### src/rtl/bit_serializer_pkg.sv
// Shared types and defaults for the bit serializer.
package ser_pkg;

  localparam int unsigned DEFAULT_W = 6;

  typedef enum logic {
    S_IDLE  = 1'b0,
    S_SHIFT = 1'b1
  } ser_state_t;

endpackage

### src/rtl/bit_serializer_if.sv
// Parallel-in / serial-out bus of the bit serializer.
// master: word producer and serial consumer; slave: the serializer itself.
interface bit_serializer_if
  import ser_pkg::*;
#(
  parameter int unsigned W = DEFAULT_W
);

  logic [W-1:0] din;
  logic         din_valid;
  logic         din_ready;
  logic         a;
  logic         a_valid;
  logic         frame_start;
  logic         busy;

  modport master (
    output din, din_valid,
    input  din_ready, a, a_valid, frame_start, busy
  );

  modport slave (
    input  din, din_valid,
    output din_ready, a, a_valid, frame_start, busy
  );

endinterface

### src/rtl/bit_serializer.sv
// Parallel-to-serial stage: W-bit words in over valid/ready, MSB-first bits out
// on `a`, gapless between back-to-back words.
// Build option SER_PARITY_EN appends an even-parity bit to every word.
module bit_serializer
  import ser_pkg::*;
#(
  parameter int unsigned W        = DEFAULT_W,
  parameter logic        IDLE_BIT = 1'b0
) (
  input logic             clk,
  input logic             reset,
  bit_serializer_if.slave bus
);

`ifdef SER_PARITY_EN
  localparam int unsigned FRAME_LEN = W + 1;
`else
  localparam int unsigned FRAME_LEN = W;
`endif
  localparam int unsigned    CNT_W    = $clog2(FRAME_LEN);
  localparam logic [CNT_W-1:0] CNT_LAST = CNT_W'(FRAME_LEN - 1);

  ser_state_t       state_q;
  ser_state_t       state_d;
  logic [W-1:0]     sr_q;
  logic [CNT_W-1:0] cnt_q;
  logic             last_bit;
  logic             ready;
  logic             xfer;
  logic             data_bit;

`ifdef SER_PARITY_EN
  logic             par_q;
`endif

  // Handshake decode: ready depends only on registered state and reset
  always_comb begin
    last_bit = (cnt_q == CNT_LAST);
    ready    = !reset && ((state_q == S_IDLE) || ((state_q == S_SHIFT) && last_bit));
    xfer     = ready && bus.din_valid;
  end

  // State register
  always_ff @(posedge clk) begin
    if (reset) begin
      state_q <= S_IDLE;
    end else begin
      state_q <= state_d;
    end
  end

  // Next-state logic
  always_comb begin
    state_d = state_q;
    case (state_q)
      S_IDLE: begin
        if (xfer) begin
          state_d = S_SHIFT;
        end
      end
      S_SHIFT: begin
        if (last_bit && !xfer) begin
          state_d = S_IDLE;
        end
      end
      default: state_d = S_IDLE;
    endcase
  end

  // Shift register and bit counter: load on transfer, otherwise shift mid-frame
  always_ff @(posedge clk) begin
    if (reset) begin
      sr_q  <= '0;
      cnt_q <= '0;
    end else if (xfer) begin
      sr_q  <= bus.din;
      cnt_q <= '0;
    end else if ((state_q == S_SHIFT) && !last_bit) begin
      sr_q  <= {sr_q[W-2:0], 1'b0};
      cnt_q <= cnt_q + CNT_W'(1);
    end
  end

`ifdef SER_PARITY_EN
  // Parity of the accepted word, captured at load and held for the trailer bit
  always_ff @(posedge clk) begin
    if (reset) begin
      par_q <= 1'b0;
    end else if (xfer) begin
      par_q <= ^bus.din;
    end
  end

  // Data bit: word bits first, parity in the final slot
  always_comb begin
    data_bit = sr_q[W-1];
    if (cnt_q == CNT_W'(W)) begin
      data_bit = par_q;
    end
  end
`else
  // Data bit: current MSB of the shift register
  always_comb begin
    data_bit = sr_q[W-1];
  end
`endif

  // Output decode; reset forces idle outputs immediately
  always_comb begin
    bus.din_ready   = ready;
    bus.a           = IDLE_BIT;
    bus.a_valid     = 1'b0;
    bus.frame_start = 1'b0;
    bus.busy        = 1'b0;
    if (!reset && (state_q == S_SHIFT)) begin
      bus.a           = data_bit;
      bus.a_valid     = 1'b1;
      bus.frame_start = (cnt_q == '0);
      bus.busy        = 1'b1;
    end
  end

endmodule

### src/flat_wrapper.sv
// flat-port wrapper written by rule: the top's interface ports become plain ports
module bit_serializer_flat import ser_pkg::*;
#(
  parameter int unsigned W        = DEFAULT_W,
  parameter logic        IDLE_BIT = 1'b0
)
  (clk, reset, bus_din, bus_din_valid, bus_din_ready, bus_a, bus_a_valid, bus_frame_start, bus_busy);
  bit_serializer_if #(.W(W)) bus_i ();
  input logic clk;
  input logic reset;
  input wire logic [$bits(bus_i.din)-1:0] bus_din;
  input wire logic [$bits(bus_i.din_valid)-1:0] bus_din_valid;
  output wire logic [$bits(bus_i.din_ready)-1:0] bus_din_ready;
  output wire logic [$bits(bus_i.a)-1:0] bus_a;
  output wire logic [$bits(bus_i.a_valid)-1:0] bus_a_valid;
  output wire logic [$bits(bus_i.frame_start)-1:0] bus_frame_start;
  output wire logic [$bits(bus_i.busy)-1:0] bus_busy;
  assign bus_i.din = bus_din;
  assign bus_i.din_valid = bus_din_valid;
  assign bus_din_ready = bus_i.din_ready;
  assign bus_a = bus_i.a;
  assign bus_a_valid = bus_i.a_valid;
  assign bus_frame_start = bus_i.frame_start;
  assign bus_busy = bus_i.busy;
  bit_serializer #(.W(W), .IDLE_BIT(IDLE_BIT)) u_core (.clk(clk), .reset(reset), .bus(bus_i));
endmodule
### config.mk
export PLATFORM = sky130hd
export DESIGN_NAME = bit_serializer_flat
export DESIGN_NICKNAME = d
export VERILOG_FILES = /design/src/rtl/bit_serializer_pkg.sv /design/src/rtl/bit_serializer_if.sv /design/src/rtl/bit_serializer.sv /design/src/flat_wrapper.sv
export SDC_FILE = /design/constraint.sdc
export NUM_CORES = 1
export LEC_CHECK = 0
export CAP_MARGIN = 15
export CORE_MARGIN = 1.5
export CORE_UTILIZATION = 35
export CTS_BUF_LIST = sky130_fd_sc_hd__clkbuf_8
export DETAILED_ROUTE_END_ITERATION = 10
export HOLD_SLACK_MARGIN = 0.05
export MAX_ROUTING_LAYER = met4
export PLACE_DENSITY = 0.65
export SYNTH_ARGS = -nofsm -noshare
export SYNTH_HDL_FRONTEND = slang
export SYNTH_SLANG_ARGS = --single-unit
### constraint.sdc
create_clock -name clk -period 2.3 [get_ports clk]
set_clock_uncertainty 0.1 [all_clocks]
set_input_delay 0.69 -clock clk [delete_from_list [all_inputs] [get_ports clk]]
set_output_delay 0.69 -clock clk [all_outputs]
set_load 0.02 [all_outputs]
### Clock routing, run 1

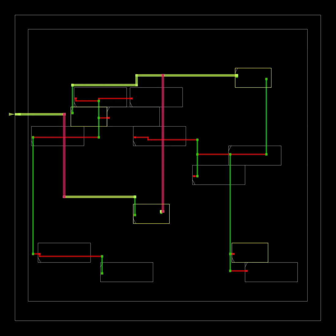
clk_buf instances: 4
number of clock buffers inserted by TritonCTS: 3
Sink Count: 10

### Wiring by layer, run 1

Only two layers are drawn.
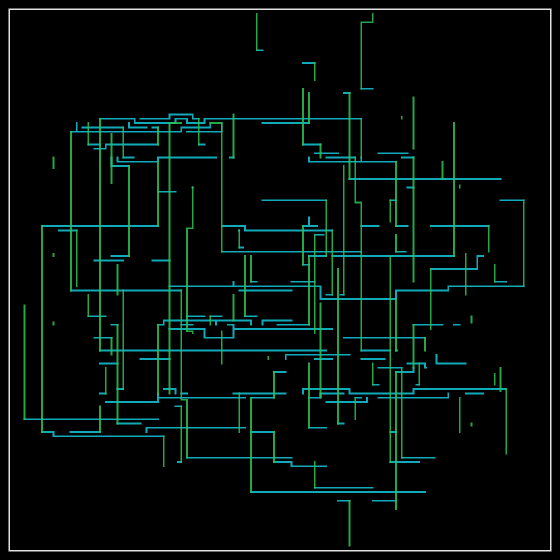
color	layer	wire length
cyan	M1	436 um
green	M2	437 um

### I/O pins on the die edge, run 1

Pins as bars across the die edge, other pins in gray.
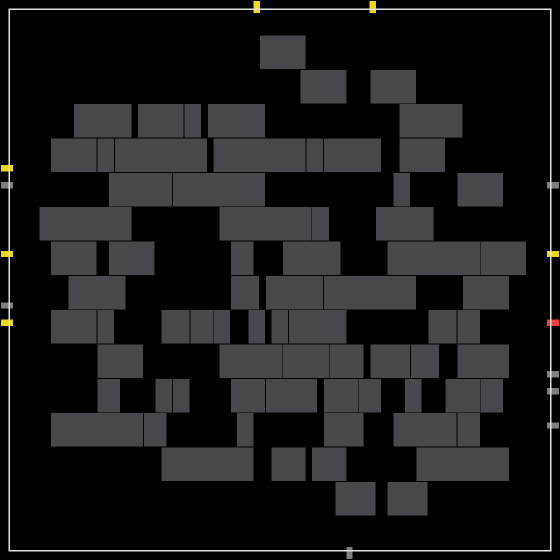
color	port	pins	direction	edge
yellow	bus_din	6	input	3 left, 2 top, 1 right
red	bus_a	1	output	right

### Logic cells by family, run 1

Scale bar: 10 um.
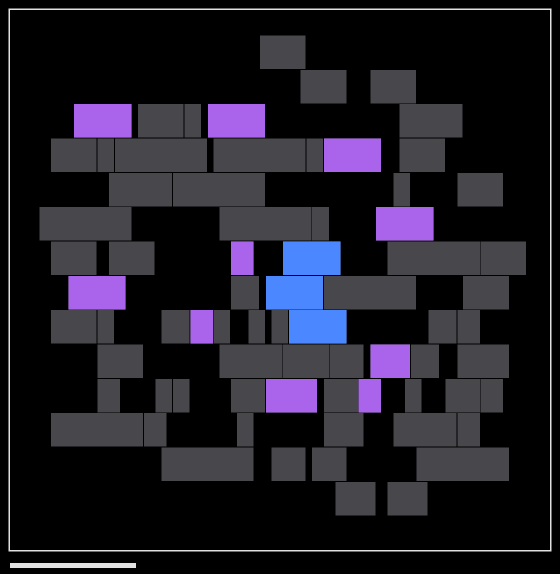
color	family	cells	most used
blue	fa/ha/maj cells	3	ha_1
purple	aoi and oai cells	10	a211oi_2

==> results.sh, run 1 <==
# implementation run metrics
export IMPL_outcome="finished, final reports clean"
export IMPL_gr_usage_met1_pct=14.7
export IMPL_overflow=0
export IMPL_min_delay_path_depth=2
export IMPL_first_pass_grt_wire_length_um=1720
export IMPL_critical_path_arrival_ns=1.40
export IMPL_final_design_area_no_fill_sq_um=732
export IMPL_dr_first_iter_drc_count=6
export IMPL_tritoncts="built"
export IMPL_rsz0062_at_grt="no"
export IMPL_stage_log_warnings=28
export IMPL_cp_data_required_time_ns=1.51
export IMPL_clock_power_share_pct=45.2
export IMPL_finalSetupViolations=0
export IMPL_synth_cell_type_count=23
export IMPL_library_cell_contributing_the_largest_single_delay_on_the_critical_path="dlygate4sd2_1"
export IMPL_critical_path_cell_count=4
export IMPL_maxSlewViolCount=0
export IMPL_grt_pass1_vias=411
export IMPL_synth_yosys_chip_area_sq_um=554
export IMPL_vertical_extent_of_the_die_um=42.8
export IMPL_wirelength_um=987
export IMPL_max_rail_drop_vdd_v=0.000427
export IMPL_clock_tree_buffer_depth=2
export IMPL_met2_wirelength_from_detailed_routing_um=437
export IMPL_fin_cells=89
export IMPL_finalHoldViolCount=0
export IMPL_wire_per_inst_um=11.1
export IMPL_hold_buffers=0
export IMPL_antenna_found_initial=0
export IMPL_place_area_sq_um=694
export IMPL_p_comb_uw=80.3
export IMPL_grt_use_met2_pct=20.3
export IMPL_combinationalPowerShare_pct=16.2
export IMPL_mi_logic_area_sq_um=305
export IMPL_postLayoutSetupSlackWorst_ns=0.110
export IMPL_synth_yosys_num_cells=56
export IMPL_clock_latency_late_pin_ns=0.24
export IMPL_fill_cells=158
export IMPL_critPathTopFamily="buffers and inverters"
export IMPL_seq_power_share_pct=38.6
export IMPL_syn_mean_instance_area_sq_um=9.90
export IMPL_drt_vias_per_instance=4.90
export IMPL_crit_path_max_incr_delay_ns=0.25
export IMPL_utilization_pct=49.2
export IMPL_hold_ep="u_core.sr_q[0]"
export IMPL_detailedPlacementHpwl_um=695
export IMPL_initial_core_util_pct=37.2
export IMPL_max_slew_margin_pct=67.8
export IMPL_met1Wirelength_um=436
export IMPL_seq_cell_power_uw=192
export IMPL_regToRegStartpoint="u_core.cnt_q[1]"
export IMPL_drc_errors=0
export IMPL_net_switching_fraction_of_the_power_pct=23.9
export IMPL_globalRoute_busiestLayer="met2"
export IMPL_setup_worst_path_end_class="primary output"
export IMPL_worstPathCellList="dlygate4sd2_1, nor2b_2, and3_1, buf_6"
export IMPL_ctsRootBufferMaster="clkbuf_8"
export IMPL_pin_count_of_the_biggest_net_entering_global_routing=11
export IMPL_antenna_cells_inserted=0
export IMPL_fp_rows=14
export IMPL_grt_total_usage_pct=13.6
export IMPL_netlist_area_sq_um=554
export IMPL_p_leak_nw=0.327
export IMPL_placeable_core_region_sq_um=1490
export IMPL_hold_path_startpoint="u_core.sr_q[0]"
export IMPL_r2r_end="u_core.sr_q[2]"
export IMPL_postSynthCellCount=56
export IMPL_floorplan_die_width_um=42.8
export IMPL_max_clock_freq_mhz=457
export IMPL_worst_reg_to_reg_setup_slack_ns=0.85
export IMPL_clock_tree_htree_level_count=1
export IMPL_route_antenna_remaining_nets=0
export IMPL_route_top_layer_used="met4"
export IMPL_syn_nets=68
export IMPL_drive_gt1_share_pct=28.8
export IMPL_top_power_group="the clock network"
export IMPL_seq_area_sq_um=200
export IMPL_port_buffer_count=13
export IMPL_p_per_area_nw_per_um2=679
export IMPL_crit_path_start="reset"
export IMPL_period_needed_ns=2.19
export IMPL_areaGrowthSynthToFinish_pct=32.1
export IMPL_ys_warn_count=0
-- run 1: flip-flops by register name, summed over array words and instances (netlist names) --
signal,flops
u_core.cnt_q,3
u_core.sr_q,6
u_core.state_q,1
-- run 1: area by class of cell --
cell class | instances | share of cell area, %
clock buffers | 4 | 7.52
repair buffers | 17 | 19.1
flip-flops and latches | 10 | 27.4
inverters | 3 | 1.54
well taps | 16 | 2.74
multi-input cells | 39 | 41.7
-- run 1: Yosys cell counts (all sizes together) --
library cell	number	share of area, %
nor3	1	0.90
o21ai	1	0.90
and3	1	1.1
dfxtp	10	36
inv	3	2.0
o41ai	1	1.6
and2	1	1.1
nor2	8	5.4
buf	4	7.2
and2b	2	2.9
nor2b	1	1.1
mux2i	6	11
or3	2	2.3
a21bo	1	1.8
nand2	2	1.4
a21boi	1	2.0
ha	3	6.8
nor3b	1	1.4
a21oi	2	1.8
a211oi	5	11
-- run 1: worst max-delay path by stage --
| stage | slack (ns) | endpoint |
|---|---|---|
| 2_1_floorplan | 0.07 | bus_frame_start |
| 3_3_place_gp | -0.56 | bus_frame_start |
| 3_5_place_dp | -0.58 | bus_frame_start |
| 4_1_cts | 0.11 | bus_frame_start |
| 5_1_grt | 0.05 | bus_frame_start |
| 6_report | 0.11 | bus_frame_start |
-- run 1: logic make-up after synthesis --
family	synth area share (%)
buffers and inverters	9.25
muxes	10.8
AOI/OAI and AO/OA	19.4
adders and majority gates	6.77
DFF	36.1
and+or+nand+nor	17.6
-- run 1: worst min-delay path: stages, from the launching register on --
cell,delay [ns]
dfxtp_1,0.31
mux2i_1,0.12
nor3_1,0.05
-- run 1: what timing repair did --
item | 4_1_cts | 5_1_grt
buffers inserted | 0 | 0
setup endpoints to repair | 5 | 0
gates resized | 24 | 0
### Where the registers sit, run 1

Scale bar: 10 um. Other sequential cells in the stronger gray, the rest of the logic in the fainter gray.
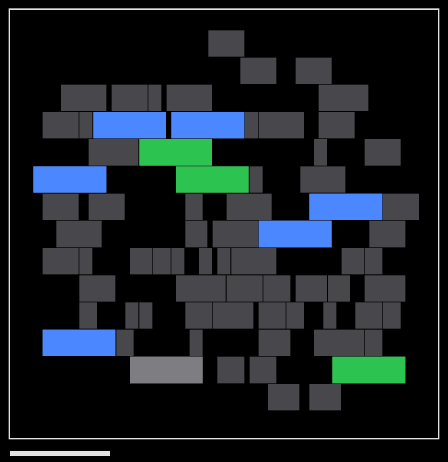

## Run 2: what changed since run 1
- PLACE_DENSITY: 0.65 -> unset
### Where the registers sit, run 2

Scale bar: 10 um. Other sequential cells in the stronger gray, the rest of the logic in the fainter gray.
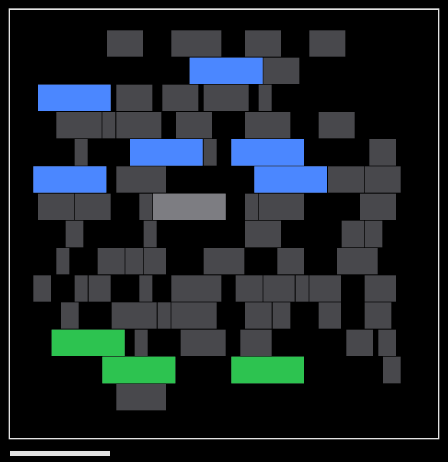
color	netlist name	flops
blue	u_core.sr_q	6
green	u_core.cnt_q	3
area used by sequential logic in the layout: 200 sq um
register share of the cell area: 27.1%
power consumed by sequential cells: 192 uW
end-of-flow core utilization: 49.7%

### I/O pins on the die edge, run 2

Pins as bars across the die edge, other pins in gray.
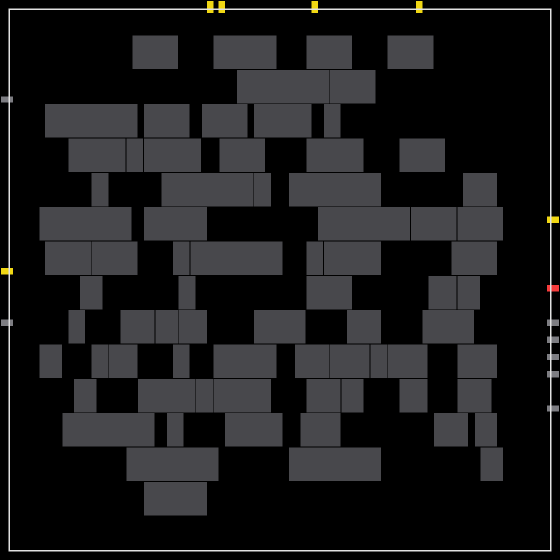
color	port	pins	direction	edge
red	bus_a	1	output	right
yellow	bus_din	6	input	4 top, 1 left, 1 right

==> run 2 against run 1 <==
Net effect:
- via count is 0.46% higher
- sequential share of layout area is 0.28 points lower
- non-clock buffer count up 1
- count of clock-buffer cells in the layout stayed put
- cell count rose by 1.1%
- die size unchanged
- clock power decreased by 2%
- wire length down 4.6%
- first-iteration DRC count fell by 67%
- utilization grew 0.50 points
- total power decreased by 0.56%
- flip-flop count did not move
==> results.sh, run 2 <==
# implementation run metrics
export IMPL_rsz0062_at_grt="no"
export IMPL_outcome="finished, final reports clean"
export IMPL_cp_data_required_time_ns=1.51
export IMPL_maxSlewViolCount=0
export IMPL_synth_cell_type_count=23
export IMPL_max_slew_margin_pct=76.5
export IMPL_crit_path_start="reset"
export IMPL_syn_nets=68
export IMPL_wire_per_inst_um=10.5
export IMPL_postSynth_asyncResetShare_pct=0
export IMPL_tightestPinTransition_ns=0.353
export IMPL_period_needed_ns=2.20
export IMPL_first_pass_grt_wire_length_um=1490
export IMPL_p_leak_nw=0.332
export IMPL_worst_setup_path_type="primary input to primary output"
export IMPL_grt_total_usage_pct=11.9
export IMPL_clock_latency_late_pin_ns=0.24
export IMPL_top_regs="u_core.sr_q x6, u_core.cnt_q x3, u_core.state_q x1"
export IMPL_hold_ep="u_core.sr_q[4]"
export IMPL_route_vias_total=438
export IMPL_hold_path_startpoint="u_core.sr_q[3]"
export IMPL_setup_worst_path_end_class="primary output"
export IMPL_netlist_area_sq_um=554
export IMPL_numClockSinks=10
export IMPL_antenna_found_initial=0
export IMPL_vertical_extent_of_the_die_um=42.8
export IMPL_hold_class="register to register"
export IMPL_setup_total_negative_slack_ns=0
export IMPL_min_delay_path_depth=2
export IMPL_worst_r2r_path_depth=6
export IMPL_floorplan_die_width_um=42.8
export IMPL_max_rail_drop_vdd_v=0.000398
export IMPL_clock_tree_htree_level_count=1
export IMPL_netlist_top_cell_by_instances="dfxtp_1"
export IMPL_yosysSeqAreaShare_pct=36.1
export IMPL_number_of_clock_buffers_inserted_by_tritoncts=3
export IMPL_crit_path_end="bus_frame_start"
export IMPL_areaGrowthSynthToFinish_pct=33.4
export IMPL_drt_vias_per_instance=4.87
export IMPL_clock_tree_buffer_depth=2
export IMPL_postSynthCellCount=56
export IMPL_flop_cell="dfxtp_1"
export IMPL_mostFrequentLayoutCell="dfxtp_1"
export IMPL_max_cap_violations=0
export IMPL_worstPathMaxFanout=4
export IMPL_placeable_core_region_sq_um=1490
export IMPL_r2r_end="u_core.cnt_q[1]"
export IMPL_fp_rows=14
export IMPL_detailedPlacementHpwl_um=669
export IMPL_synth_yosys_chip_area_sq_um=554
export IMPL_fin_worst_hold_slack_ns=0.423
export IMPL_wirelength_um=942
export IMPL_antenna_cells_inserted=0
export IMPL_synth_cells_most_frequent="dfxtp_1 (10), nor2_1 (8), mux2i_1 (6), a211oi_2 (5)"
export IMPL_tritoncts="built"
export IMPL_finalHoldViolCount=0
export IMPL_pin_count_of_the_biggest_net_entering_global_routing=11
export IMPL_placed_cells_incl_taps=85
export IMPL_finalSetupViolations=0
export IMPL_dp_worst_setup_slack_ns=-0.588
export IMPL_route_antenna_remaining_nets=0
export IMPL_num_io_pins=14
export IMPL_p_per_area_nw_per_um2=668
export IMPL_ys_seq_elements=10
export IMPL_postLayoutSetupSlackWorst_ns=0.105
export IMPL_period_used_pct=95.4
export IMPL_drt_pass1_iter_count=2
export IMPL_stage_log_warnings=28
export IMPL_place_congestion=0.663
export IMPL_design_final_nets=87
export IMPL_port_buffer_count=13
export IMPL_cp_start_kind="primary input"
export IMPL_overflow=0
export IMPL_fin_total_pwr_uw=494
export IMPL_registers_top_by_ff_count="u_core.sr_q"
export IMPL_drive_gt1_share_pct=29.7
export IMPL_syn_mean_instance_area_sq_um=9.90
export IMPL_max_clock_freq_mhz=456
export IMPL_top_area_cell="dfxtp_1"
export IMPL_synth_area_top_cells="dfxtp_1 (36%), a211oi_2 (11%), mux2i_1 (11%)"
export IMPL_largest_register_ffs=6
export IMPL_regToRegStartpoint="u_core.cnt_q[1]"
export IMPL_place_area_sq_um=694
export IMPL_grt_pass1_vias=353
export IMPL_fin_cells=90
export IMPL_ys_warn_count=0
export IMPL_synth_yosys_num_cells=56
export IMPL_critical_path_arrival_ns=1.41
export IMPL_drc_errors=0
export IMPL_worst_reg_to_reg_setup_slack_ns=0.83
export IMPL_top_area_share_pct=36.1
export IMPL_initial_core_util_pct=37.2
export IMPL_final_cell_mix="dfxtp_1 (10), nor2_1 (8), clkdlybuf4s50_1 (7)"
export IMPL_dieArea_sq_um=1830
export IMPL_ctsRootBufferMaster="clkbuf_8"
export IMPL_clkSlewWorstSetupHoldPaths_ns=0.05
export IMPL_number_of_enable_flip_flop_cells=0
export IMPL_final_design_area_no_fill_sq_um=739
export IMPL_fill_cells=152
export IMPL_dr_first_iter_drc_count=2
run 2: netlist changes by cell type in the layout (fill, tap and decap cells not counted), sizes merged:
| cell | before | now |
|---|---|---|
| buf | 9 | 10 |
run 2: critical path: stages:
cell and delay [ns]:
dlygate4sd2_1 0.26, nor2b_2 0.15, and3_1 0.17, buf_4 0.13
run 2: repair_timing:
| item | 4_1_cts | 5_1_grt |
|---|---|---|
| setup buffers | 1 | 0 |
| hold buffers | 0 | 0 |
| endpoints found under the setup margin | 5 | 0 |
| gates resized | 24 | 0 |
run 2: where the power goes:
| group | total [mW] | switching, mW | internal (mW) | leakage (nW) |
|---|---|---|---|---|
| Sequential | 0.192 | 0.00596 | 0.186 | 0.0825 |
| Combinational | 0.0813 | 0.0384 | 0.0429 | 0.221 |
| Clock | 0.221 | 0.0705 | 0.151 | 0.0288 |
run 2: per-layer routing:
metal	wire [um]	global-route usage, %	up-vias
met5	0	-	-
met1	471	14.3	188
met4	37	13.1	0
li1	-	-	232
met3	64	2.55	5
met2	368	15.2	13
run 2: layout make-up:
cell class | count | area (sq um) | share of cell area [%]
multi-input combinational | 39 | 305 | 41.3
sequential | 10 | 200 | 27.1
timing repair buffer | 18 | 148 | 20.0
clock buffer | 4 | 55.1 | 7.45
tap | 16 | 20.0 | 2.71
inverter | 3 | 11.3 | 1.52
run 2: logic make-up after synthesis:
kind of cell / Yosys count / synth area share (%)
and+or+nand+nor: 19 / 17.6
AOI/OAI and AO/OA: 11 / 19.4
DFF: 10 / 36.1
buffers and inverters: 7 / 9.25
muxes: 6 / 10.8
adders and majority gates: 3 / 6.77
Power is estimated from default activity; no workload was simulated.
